===== src/rtl/uart_tx_fifo.sv =====
// UART 8N1 transmitter fed by a byte FIFO; a write to an idle, empty block starts the start bit two edges later.
// No backpressure: writes while full are dropped and flagged on the sticky overflow output.
module uart_tx_fifo #(
  parameter int CLK_FREQ   = 100000000,
  parameter int BAUD       = 115200,
  parameter int FIFO_DEPTH = 16,
  parameter int AW         = 4
) (
  input  logic          clk,
  input  logic          rst,
  input  logic          wr_en,
  input  logic [7:0]    wr_data,
  output logic          full,
  output logic          empty,
  output logic [AW:0]   level,
  output logic          overflow,
  output logic          busy,
  output logic          tx
);

  localparam int DIV = CLK_FREQ / BAUD;
  localparam int BW  = (DIV > 2) ? $clog2(DIV) : 1;
  localparam logic [BW-1:0] BCNT_LAST = BW'(DIV - 1);
  localparam logic [AW:0]   LVL_FULL  = (AW+1)'(FIFO_DEPTH);

  typedef enum logic [1:0] {IDLE, START, DATA, STOP} state_t;

  state_t        state_q, state_d;
  logic [BW-1:0] bcnt_q, bcnt_d;
  logic [2:0]    bidx_q, bidx_d;
  logic [7:0]    shift_q, shift_d;
  logic          tx_q, tx_d;
  logic          busy_q, busy_d;
  logic [AW-1:0] wr_ptr_q, wr_ptr_d;
  logic [AW-1:0] rd_ptr_q, rd_ptr_d;
  logic [AW:0]   level_q, level_d;
  logic          full_q, full_d;
  logic          empty_q, empty_d;
  logic          overflow_q, overflow_d;
  logic [7:0]    mem_q [FIFO_DEPTH];

  logic push;
  logic pop;

  always_comb begin
    state_d    = state_q;
    bcnt_d     = bcnt_q;
    bidx_d     = bidx_q;
    shift_d    = shift_q;
    wr_ptr_d   = wr_ptr_q;
    rd_ptr_d   = rd_ptr_q;
    level_d    = level_q;
    overflow_d = overflow_q;
    pop        = 1'b0;
    push       = wr_en && !full_q;

    unique case (state_q)
      IDLE: begin
        if (!empty_q) begin
          pop     = 1'b1;
          bcnt_d  = '0;
          state_d = START;
        end
      end
      START: begin
        if (bcnt_q == BCNT_LAST) begin
          bcnt_d  = '0;
          bidx_d  = '0;
          state_d = DATA;
        end else begin
          bcnt_d = bcnt_q + 1'b1;
        end
      end
      DATA: begin
        if (bcnt_q == BCNT_LAST) begin
          bcnt_d = '0;
          if (bidx_q == 3'd7) begin
            state_d = STOP;
          end else begin
            bidx_d = bidx_q + 1'b1;
          end
        end else begin
          bcnt_d = bcnt_q + 1'b1;
        end
      end
      STOP: begin
        if (bcnt_q == BCNT_LAST) begin
          bcnt_d = '0;
          // Chain straight into the next frame when data is waiting.
          if (!empty_q) begin
            pop     = 1'b1;
            state_d = START;
          end else begin
            state_d = IDLE;
          end
        end else begin
          bcnt_d = bcnt_q + 1'b1;
        end
      end
      default: state_d = IDLE;
    endcase

    if (pop) begin
      shift_d  = mem_q[rd_ptr_q];
      rd_ptr_d = rd_ptr_q + 1'b1;
    end
    if (push) begin
      wr_ptr_d = wr_ptr_q + 1'b1;
    end
    if (wr_en && full_q) begin
      overflow_d = 1'b1;
    end

    unique case ({push, pop})
      2'b10:   level_d = level_q + 1'b1;
      2'b01:   level_d = level_q - 1'b1;
      default: level_d = level_q;
    endcase
    full_d  = (level_d == LVL_FULL);
    empty_d = (level_d == '0);

    // tx and busy are registered copies of the current state, so both lag state by one edge.
    unique case (state_q)
      START:   tx_d = 1'b0;
      DATA:    tx_d = shift_q[bidx_q];
      default: tx_d = 1'b1;
    endcase
    busy_d = (state_q != IDLE);
  end

  always_ff @(posedge clk) begin
    if (!rst) begin
      state_q    <= IDLE;
      bcnt_q     <= '0;
      bidx_q     <= '0;
      shift_q    <= '0;
      tx_q       <= 1'b1;
      busy_q     <= 1'b0;
      wr_ptr_q   <= '0;
      rd_ptr_q   <= '0;
      level_q    <= '0;
      full_q     <= 1'b0;
      empty_q    <= 1'b1;
      overflow_q <= 1'b0;
    end else begin
      state_q    <= state_d;
      bcnt_q     <= bcnt_d;
      bidx_q     <= bidx_d;
      shift_q    <= shift_d;
      tx_q       <= tx_d;
      busy_q     <= busy_d;
      wr_ptr_q   <= wr_ptr_d;
      rd_ptr_q   <= rd_ptr_d;
      level_q    <= level_d;
      full_q     <= full_d;
      empty_q    <= empty_d;
      overflow_q <= overflow_d;
    end
  end

  always_ff @(posedge clk) begin
    if (rst && push) begin
      mem_q[wr_ptr_q] <= wr_data;
    end
  end

  assign full     = full_q;
  assign empty    = empty_q;
  assign level    = level_q;
  assign overflow = overflow_q;
  assign busy     = busy_q;
  assign tx       = tx_q;

endmodule


===== config.mk =====
export PLATFORM = sky130hd
export DESIGN_NAME = uart_tx_fifo
export DESIGN_NICKNAME = d
export VERILOG_FILES = /design/src/rtl/uart_tx_fifo.sv
export SDC_FILE = /design/constraint.sdc
export NUM_CORES = 1
export LEC_CHECK = 0
export CAP_MARGIN = 20
export CORE_MARGIN = 2
export CORE_UTILIZATION = 45
export CTS_BUF_LIST = sky130_fd_sc_hd__clkbuf_4 sky130_fd_sc_hd__clkbuf_8 sky130_fd_sc_hd__clkbuf_16
export DETAILED_ROUTE_END_ITERATION = 10
export PLACE_DENSITY_LB_ADDON = 0.08
export SYNTH_ARGS = -nofsm -noshare
export SYNTH_HDL_FRONTEND = slang
export SYNTH_SLANG_ARGS = --single-unit

===== constraint.sdc =====
create_clock -name clk -period 3.5 [get_ports clk]
set_input_delay 1.05 -clock clk [delete_from_list [all_inputs] [get_ports clk]]
set_output_delay 1.05 -clock clk [all_outputs]
set_load 0.005 [all_outputs]

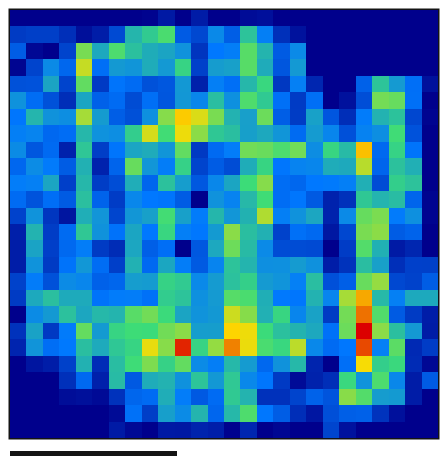
run_1/route_heat.png
Scale bar: 50 um. The die is cut into 26 by 26 equal tiles; dark blue is low, red is high, scaled to the fullest tile. Values are wire area over tile area, all layers added.
nearly empty tiles = 15%
densest ninth of the die = bottom centre
mean over tiles = 0.12
Routed WL per cell: 19.6 um
via count: 3,679
DRT Wirelength: 13,200 um
Global Route Usage Sum: 17.8%

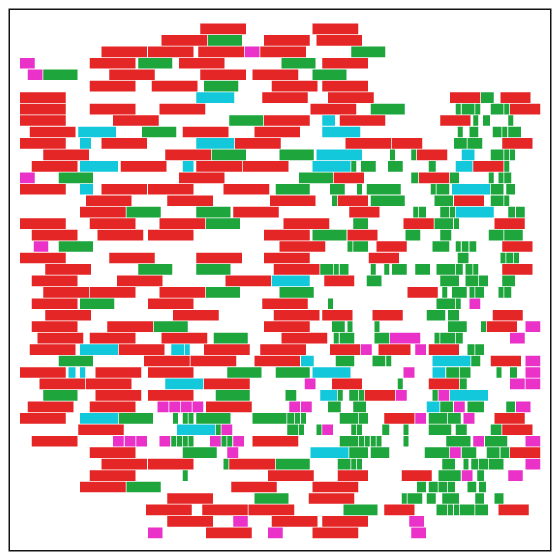
run_1/class_map.png
magenta -> remaining buffers and delay cells  # cells 49, share of their area 5.5%
green -> remaining logic cells  # cells 236, share of their area 28%
cyan -> clock drivers and dummy loads  # cells 32, share of their area 7.2%
red -> registers  # cells 169, share of their area 59%

==> run summary, run 1 <==
outcome - complete, no violations
share of layout cells above drive strength 1 - 23.0%
maximum vdd drop - 0.423 mV
Post-synth ARST share - 0%
combinational share of power - 22.5%
Die W - 128 um
Commonest cells post-synth - 128 x edfxtp_1, 50 x nor2_1, 42 x mux4_2
EDFF count, synth - 128
Flops after synth - 169
DRC violations left - 0
DR iter-0 viols - 178
Clk network pwr share - 33.3%
Cell area leaders - edfxtp_1 55%, mux4_2 14%, dfxtp_1 12%
Yosys cell types - 45
CP arrival - 3.65 ns
Total Power - 0.00536 W
Tmin final - 3.31 ns
FF-to-FF path depth - 13
clock sink count - 169
first-pass GRT wire length - 21,300 um
design area - 8130 um2
Main synth FF type - edfxtp_1
min-delay src - overflow
period utilisation layout - 94.5%
Placed Cells - 642
Longest Clk Path Bufs - 2
final core utilization - 53.7%
die span in y - 128 um
number of global-route vias before repair - 3,827
Avg Cell Area, Syn - 16.3 um2
Reg-to-Reg Start - bcnt_q[0]
Netlist Area Pre-Place - 6950 um2
Layout area overhead - 17.0%
floorplan utilization - 45.9%
R2R Setup Slk - 0.36 ns
kind of critical path - input port to flip-flop
CTS tree - done
Root Driver - clkbuf_16
post-DP HPWL - 8790 um
Synth area leader - edfxtp_1
Seq pwr share - 44.1%
unrepaired setup endpoints after global routing - no
setup TNS - 0 ns
# H-tree levels - 4
Yosys chip area - 6950 um2
cell with the most instances after synthesis - edfxtp_1
Least-Margin Pin Slew - 0.696 ns
Syn Nets - 451
Post-synth seq share - 67.1%
clk slew on worst S/H paths - 0.06 ns
MaxCap Viol Count - 0
Max Clk Rate - 0.302 GHz
I/O pins - 21
Yosys warning total - 0
nets@finish - 499
post-route ant nets - 0
PortBufs - 20
largest net degree at the start of global routing - 36
Late-Pin Clk Latency - 0.43 ns
Clock Skew - 0.0104 ns
post-synth top area share - 55.3%
Final Hold Viols - 0
Worst Hold End - overflow
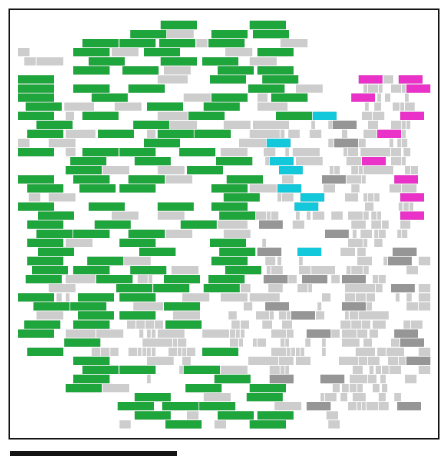
run_1/ff_map.png
Scale bar: 50 um. Other sequential cells in the stronger grey, the rest of the logic in the fainter grey.
green -> mem_q  # sequential cells 128
magenta -> bcnt_q  # sequential cells 10
cyan -> shift_q  # sequential cells 8
not coloured = 23

[run 1: cells in the final DEF (no fill, tap or decap), types with 3 or more instances in the layout]
master           Yosys  layout
a21oi_1             12      11
and2_1               3       3
buf_4                0      28
clkbuf_16            0      17
clkdlybuf4s50_1      0      20
clkinv_1             1       3
dfxtp_1             41      40
edfxtp_1           128     128
ha_1                15      14
inv_1                7       7
inv_6                0       6
mux2i_1             15      15
mux4_2              42      42
nand2_1             18      18
nand2b_1             4       4
nand3_1              8       8
nand4_1              8       8
nor2_1              50      50
nor2b_1              4       4
xnor2_1              8       7
xor2_1              11      11
[run 1: power groups by stage]
| stage | registers (W) | logic (W) | clock network [W] |
|---|---|---|---|
| 6_report | 0.00236 | 0.00121 | 0.00178 |
| 2_1_floorplan | 0.00238 | 0.000833 | 0 |
| 3_3_place_gp | 0.00240 | 0.00117 | 0 |
| 4_1_cts | 0.00236 | 0.00120 | 0.00183 |
| 5_1_grt | 0.00238 | 0.00133 | 0.00191 |
| 3_5_place_dp | 0.00241 | 0.00119 | 0 |
[run 1: layer usage]
layer / track usage (%) / vias up / wire [um]
met1: 22.8 / 1890 / 5840
met5: 0 / - / 0
met3: 4.51 / 10 / 424
li1: - / 1726 / -
met4: 5.69 / 0 / 142
met2: 29.8 / 53 / 6820
[run 1: critical path, stage by stage]
cell and delay [ns]:
clkdlybuf4s50_1 0.42, nor2b_1 0.16, or4_4 0.51, xnor2_2 0.14
ha_2 0.22, a21oi_4 0.05, buf_4 0.16, nor3_1 0.21
mux2i_1 0.14, nand3_1 0.12, o311ai_0 0.21, o31ai_1 0.26
[run 1: cell families (layout without fill, tap and decap cells)]
kind of cell    after synthesis  count (layout)  share of synthesized area [%]
compound gates               24              24                           2.20
xor+xnor                     19              19                           2.40
fa+ha+maj                    15              15                           2.70
buf+inv                      28              89                           1.64
flops                       169             169                           67.1
mux                          59              59                           16.1
simple gates                111             111                           7.83
[run 1: registers in the layout, indices dropped and copies added (netlist names), 2 cells and up]
signal    cells
mem_q       128
bcnt_q       10
shift_q       8
level         5
rd_ptr_q      4
wr_ptr_q      4
bidx_q        3
state_q       2
[run 1: final cells by class]
class	instances	share of cell area (%)
Inverter	8	0.369
Tap cell	188	2.89
Sequential cell	169	57.4
Multi-Input combinational cell	228	27.1
Timing Repair Buffer	49	5.29
Clock buffer	18	5.33
Clock inverter	14	1.65
[run 1: how the worst max path moves through the flow]
stage | slack, ns | to
global route | 0.05 | full
global placement | -0.24 | full
floorplan | 0.24 | full
detailed placement | -0.40 | full
CTS | 0.04 | full
finish | 0.19 | empty
[run 1: repair_timing]
item	CTS	global route
hold endpoints to repair	0	0
endpoints found under the setup margin	0	2
gates resized	0	6
[run 1: metrics by stage]
stage / setup slack (ns) / hold WS [ns]
floorplan: 0.239 / 0.455
global placement: -0.241 / 0.457
detailed placement: -0.397 / 0.460
CTS: 0.0357 / 0.475
global route: 0.0465 / 0.526
finish: 0.193 / 0.466
## Run 2: what changed since run 1
- CORE_MARGIN: 2 -> default
- GPL_ROUTABILITY_DRIVEN: default -> 1
==> run 2 against run 1 <==
Sequential share of layout area about the same. Wire length about the same. Non-clock buffer count decreased by 1. Highest routed layer unchanged. Critical endpoint is now full. Critical path depth decreased by 1. Critical path type unchanged.
==> run summary, run 2 <==
Yosys warning total - 0
Setup WS pre-CTS - -0.396 ns
min-delay src - overflow
DR iter-0 viols - 234
Max Clk Rate - 0.310 GHz
Avg Cell Area, Syn - 16.3 um2
number of global-route vias before repair - 3,778
worst-path cell chain - clkdlybuf4s50_1 -> nor2b_2 -> or4_4 -> xnor2_2 -> ha_2 -> a21oi_2 -> nor4b_2 -> mux2i_1 -> nand3_1 -> o311ai_0 -> nor4b_2
PortBufs - 20
Post-synth ARST share - 0%
Commonest cells post-synth - 128 x edfxtp_1, 50 x nor2_1, 42 x mux4_2
share of layout cells above drive strength 1 - 23.7%
Tmin final - 3.23 ns
cell with the most instances after synthesis - edfxtp_1
final worst slack - 0.275 ns
Syn Nets - 451
CTS tree - done
gpl congestion - 0.771
unrepaired setup endpoints after global routing - no
post-synth top area share - 55.3%
clk slew on worst S/H paths - 0.06 ns
Cell area leaders - edfxtp_1 55%, mux4_2 14%, dfxtp_1 12%
Flops after synth - 169
Post-synth seq share - 67.1%
Least-Margin Pin Slew - 0.637 ns
Main synth FF type - edfxtp_1
biggest regs - mem_q (128), bcnt_q (10), shift_q (8)
most frequent logic cell in the layout - edfxtp_1
max reg flops - 128
Longest Clk Path Bufs - 2
floorplan utilization - 45.9%
Top reg by flops - mem_q
MaxCap Viol Count - 0
maximum vdd drop - 0.495 mV
Worst Hold Class - flip-flop to flip-flop
Die W - 126 um
worst-path cell with the longest stage delay - or4_4
Setup-failing EPs final - 0
Late-Pin Clk Latency - 0.42 ns
period utilisation layout - 92.1%
Netlist Area Pre-Place - 6950 um2
Top cells excl fill/tap - 128 x edfxtp_1, 50 x nor2_1, 42 x mux4_2
WHS Path Cells - 2
first-pass GRT wire length - 21,100 um
clock sink count - 169
row cnt - 45
setup TNS - 0 ns
combinational gate area - 2200 um2
Die Area - 15,900 um2
nets@finish - 498
Placed Cells - 641
Reg-to-Reg Start - bcnt_q[0]
largest net degree at the start of global routing - 36
via count - 3,672
# H-tree levels - 4
Layout area overhead - 16.9%
DRC violations left - 0
Clock Skew - 0.0117 ns
kind of critical path - input port to flip-flop
Crit path top cell by count - nor4b_2
Yosys cell types - 45
EDFF count, synth - 128
max incr delay on CP - 0.45 ns
R2R Setup Slk - 0.34 ns
Root Driver - clkbuf_16
Final Hold Viols - 0
outcome - complete, no violations
FF-to-FF path depth - 12
Log Warnings - 33
Synth area leader - edfxtp_1
post-DP HPWL - 8720 um
post-route ant nets - 0
Yosys chip area - 6950 um2
design area - 8130 um2
die span in y - 126 um
I/O pins - 21
Worst Hold End - overflow
CORE AREA - 15,100 um2
CP arrival - 3.56 ns
==> run 2: final cells by class <==
class	instances	share of cell area (%)
sequential	169	57.4
multi-input combinational	228	27.1
clock buffer	18	5.33
timing repair buffer	48	5.20
tap	188	2.89
clock inverter	14	1.71
inverter	8	0.370
==> run 2: cell families (layout without fill, tap and decap cells) <==
| family | after synthesis | count (layout) | synth area share (%) |
|---|---|---|---|
| flip-flops | 169 | 169 | 67.1 |
| multiplexers | 59 | 59 | 16.1 |
| AND/OR/NAND/NOR | 111 | 111 | 7.83 |
| AND-OR/OR-AND | 24 | 24 | 2.20 |
| adder cells (fa/ha/maj) | 15 | 15 | 2.70 |
| XOR/XNOR | 19 | 19 | 2.40 |
| buffers and inverters | 28 | 88 | 1.64 |
==> run 2: timing repair <==
item	in CTS	in global routing
gates resized	0	8
setup endpoints to repair	0	2
endpoints found under the hold margin	0	0
==> run 2: layer usage <==
metal | track usage (%) | wire length (um) | up-vias
met2 | 31.0 | 6660 | 66
met4 | 5.32 | 88 | 0
met3 | 4.55 | 487 | 7
met1 | 23.3 | 5970 | 1875
met5 | 0 | 0 | -
li1 | - | - | 1724
==> run 2: stage by stage <==
| step | total power, W | util [%] | hold slack, ns |
|---|---|---|---|
| global route | 0.00563 | 53.6 | 0.526 |
| global placement | 0.00357 | 49.7 | 0.454 |
| detailed placement | 0.00359 | 49.7 | 0.462 |
| finish | 0.00536 | 53.6 | 0.468 |
| floorplan | 0.00321 | - | 0.455 |
| CTS | 0.00540 | 53.4 | 0.477 |
==> run 2: how the worst max path moves through the flow <==
| stage | depth (start not counted) | slack (ns) | end | start |
|---|---|---|---|---|
| floorplan | 11 | 0.24 | full | wr_en |
| global placement | 11 | -0.27 | full | wr_en |
| detailed placement | 11 | -0.40 | full | wr_en |
| CTS | 11 | 0.06 | full | wr_en |
| global route | 13 | 0.007 | full | bcnt_q[0] |
| finish | 11 | 0.27 | full | wr_en |
==> run 2: critical path: cells and delay by family <==
| family | cells | cell delay (ns) |
|---|---|---|
| simple gates | 5 | 1.22 |
| mux | 1 | 0.11 |
| xor+xnor | 1 | 0.16 |
| fa+ha+maj | 1 | 0.19 |
| compound gates | 2 | 0.42 |
| buf+inv | 1 | 0.41 |
==> run 2: power by group <==
group	switching, W	leakage, nW	internal (W)
logic	0.000581	0.929	0.000617
clock network	0.000797	0.279	0.00101
registers	0.0000923	1.49	0.00227
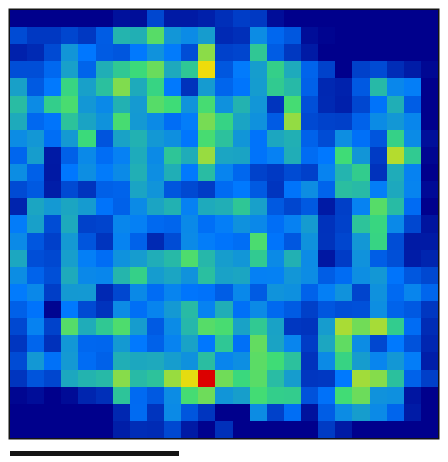
run_2/route_heat.png
Scale bar: 50 um. The die is cut into 25 by 25 equal tiles; dark blue is low, red is high, scaled to the fullest tile. Values are wire area over tile area, all layers added.
mean over tiles = 0.13
emptiest ninth of the die = upper right
nearly empty tiles = 11%
tiles over half the peak = 7.0%
fullest tile = 0.51
DRT Wirelength: 13,200 um
Global Route Usage Sum: 18.3%
Routed WL per cell: 19.6 um

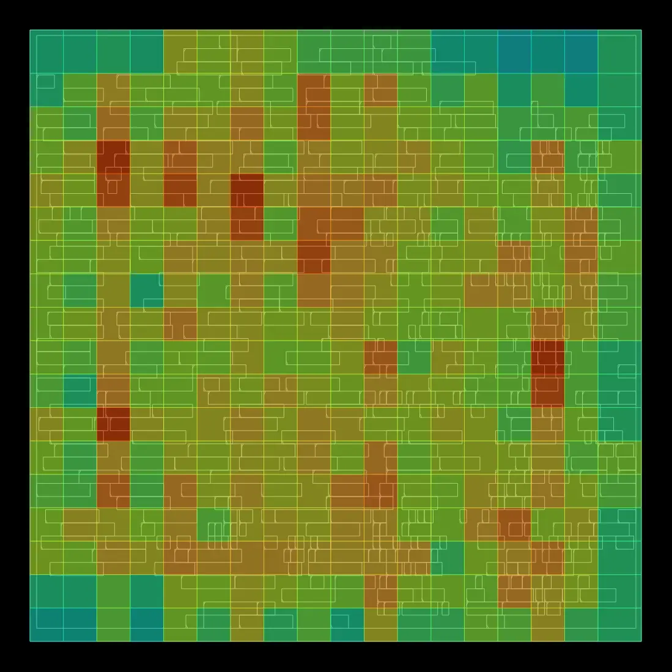
run_2/congestion_map.png
met2 usage: 31.0%
GRT met3 Usage: 4.55%
final core utilization: 53.6%
Most Crowded Layer GR: met2
routing usage on met1: 23.3%

## Run 3: what changed since run 2
- MAX_ROUTING_LAYER: default -> met4
- REMOVE_ABC_BUFFERS: default -> 1
==> run 3 against run 2 <==
The flow now finishes with violations (DRC). Worst setup slack got worse by 0.057 ns. Maximum frequency fell by 1.8%. Clock skew fell by 0.00062 ns. Global-route usage rose by 0.65 points. Sequential share of layout area fell by 0.26 points. Die area did not move. Power rose by 2.3%. Non-clock buffer count did not move. First-iteration DRC count fell by 17%. Via count fell by 0.79%. Synthesized area did not move. Wire length fell by 0.52%. Critical path type unchanged. Critical endpoint is now empty.
==> run summary, run 3 <==
first-pass GRT wire length - 21,300 um
clock sink count - 169
Worst Hold End - overflow
cell with the most instances after synthesis - edfxtp_1
combinational share of power - 22.1%
CP arrival - 3.61 ns
DR iter-0 viols - 195
row cnt - 45
CTS tree - done
Final Hold Viols - 0
CORE AREA - 15,100 um2
DRT Wirelength - 13,100 um
WHS Path Cells - 2
Least-Margin Pin Slew - 0.671 ns
FF-to-FF path depth - 12
via count - 3,643
floorplan utilization - 45.9%
Netlist Area Pre-Place - 6950 um2
Late-Pin Clk Latency - 0.42 ns
maximum vdd drop - 0.515 mV
die span in y - 126 um
kind of critical path - input port to flip-flop
Resized Gates After CTS - 0
min-delay src - overflow
Cell area leaders - edfxtp_1 55%, mux4_2 14%, dfxtp_1 12%
Synth area leader - edfxtp_1
Main synth FF type - edfxtp_1
Root Driver - clkbuf_16
clk slew on worst S/H paths - 0.07 ns
period utilisation layout - 93.8%
post-route ant nets - 0
Max Clk Rate - 0.305 GHz
switching share of power - 27.7%
Placed Cells - 641
Avg Cell Area, Syn - 16.3 um2
Reg-to-Reg Start - bcnt_q[0]
Longest Clk Path Bufs - 2
most frequent logic cell in the layout - edfxtp_1
Post-synth seq share - 67.1%
Critical Path Sink Type - flip-flop
unrepaired setup endpoints after global routing - no
gpl congestion - 0.811
MaxCap Viol Count - 0
Die W - 126 um
EDFF count, synth - 128
R2R Setup Slk - 0.38 ns
internal power - 0.00396 W
Global Route Usage Sum - 18.9%
number of global-route vias before repair - 3,843
post-DP HPWL - 8710 um
DRC violations left - 2
Routed WL per cell - 19.5 um
worst hold slack - 0.483 ns
share of layout cells above drive strength 1 - 23.3%
crit-path max FO - 4
Post-synth ARST share - 0%
largest net degree at the start of global routing - 36
Yosys warning total - 0
PortBufs - 20
Yosys chip area - 6950 um2
Layout area overhead - 17.5%
biggest regs - mem_q (128), bcnt_q (10), shift_q (8)
outcome - finished with violations
failing checks - DRC
Setup-failing EPs final - 0
# H-tree levels - 4
max reg flops - 128
Yosys cell types - 45
Worst Hold Class - flip-flop to flip-flop
Log Warnings - 32
P_sw - 0.00152 W
nets@finish - 498
I/O pins - 21
Clock Skew - 0.0111 ns
Flops after synth - 169
CP startpoint - wr_en
Top reg by flops - mem_q
Clk network pwr share - 34.8%
post-synth top area share - 55.3%
Top cells excl fill/tap - 128 x edfxtp_1, 50 x nor2_1, 42 x mux4_2
Commonest cells post-synth - 128 x edfxtp_1, 50 x nor2_1, 42 x mux4_2
Seq pwr share - 43.1%
Tmin final - 3.28 ns
Die Area - 15,900 um2
-- run 3: through the flow --
| stage | power (W) | setup slack [ns] | setup TNS (ns) | util (%) | area [um2] |
|---|---|---|---|---|---|
| finish | 0.00548 | 0.217 | 0 | 53.9 | 8160 |
| global placement | 0.00358 | -0.167 | -0.326 | 49.7 | 7520 |
| global route | 0.00575 | 0.0341 | 0 | 53.9 | 8160 |
| floorplan | 0.00319 | 0.115 | 0 | - | 6860 |
| detailed placement | 0.00361 | -0.312 | -0.756 | 49.7 | 7520 |
| CTS | 0.00552 | 0.118 | 0 | 53.7 | 8140 |
-- run 3: power by group through the flow --
stage                     Combinational, W  Sequential, W  Clock [W]
after floorplan                   0.000750        0.00244          0
after global placement             0.00117        0.00240          0
after detailed placement           0.00120        0.00241          0
after CTS                          0.00120        0.00236    0.00195
after global routing               0.00134        0.00238    0.00203
final                              0.00121        0.00236    0.00191
-- run 3: routing by layer --
| metal | GRT usage (%) | vias up | wire [um] |
|---|---|---|---|
| met5 | - | - | 0 |
| met4 | 6.31 | 0 | 153 |
| met3 | 4.33 | 9 | 430 |
| met2 | 30.2 | 49 | 6570 |
| met1 | 24.0 | 1857 | 5990 |
| li1 | - | 1728 | - |
-- run 3: worst max path at each step --
stage                 end  slack [ns]  cells after the start
floorplan            full        0.11                     10
global placement     full       -0.17                     11
detailed placement  empty       -0.31                     11
CTS                 empty        0.12                     11
global route        empty        0.03                     10
finish              empty        0.22                     11
-- run 3: cell type report --
class / count / area (um2)
clock inverters: 15 / 186
well taps: 188 / 235
multi-input cells: 228 / 2200
flip-flops and latches: 169 / 4670
inverters: 8 / 30.0
fillers: 1190 / 6980
repair buffers: 48 / 423
clock buffers: 17 / 425
-- run 3: logic make-up (layout without fill, tap and decap cells) --
| kind of cell | after synthesis | in the layout | synth area share [%] |
|---|---|---|---|
| AND/OR/NAND/NOR | 111 | 111 | 7.83 |
| flip-flops | 169 | 169 | 67.1 |
| multiplexers | 59 | 59 | 16.1 |
| buffers and inverters | 28 | 88 | 1.64 |
| XOR/XNOR | 19 | 19 | 2.40 |
| adder cells (fa/ha/maj) | 15 | 15 | 2.70 |
| AND-OR/OR-AND | 24 | 24 | 2.20 |
-- run 3: worst max-delay path, cell delays in order --
cell	delay (ns)
clkdlybuf4s50_1	0.42
nor2b_1	0.15
or4_1	0.53
xnor2_2	0.16
ha_1	0.21
a21oi_2	0.18
nor4b_2	0.23
mux2i_1	0.10
nand3_1	0.11
o311ai_0	0.21
o31ai_1	0.24
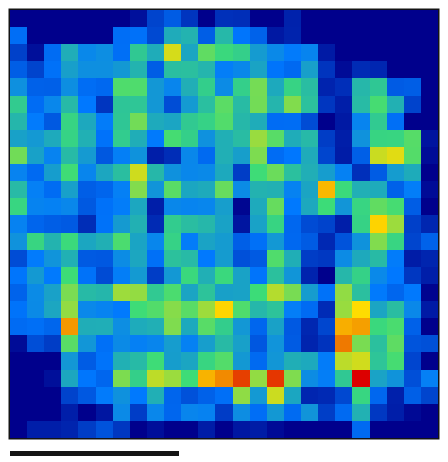
run_3/route_heat.png
Scale bar: 50 um. The die is cut into 25 by 25 equal tiles; dark blue is low, red is high, scaled to the fullest tile. Values are wire area over tile area, all layers added.
tiles over half the peak = 13%
fullest tile = 0.44
densest ninth of the die = bottom centre
nearly empty tiles = 13%
emptiest ninth of the die = upper right
mean over tiles = 0.13

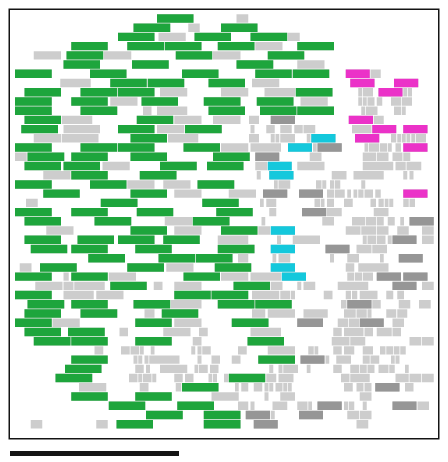
run_3/ff_map.png
Scale bar: 50 um. Other sequential cells in the stronger grey, the rest of the logic in the fainter grey.
cyan -> shift_q  # sequential cells 8
magenta -> bcnt_q  # sequential cells 10, where upper right
green -> mem_q  # sequential cells 128

No activity file was given, so power comes from the tool's default toggle rates.
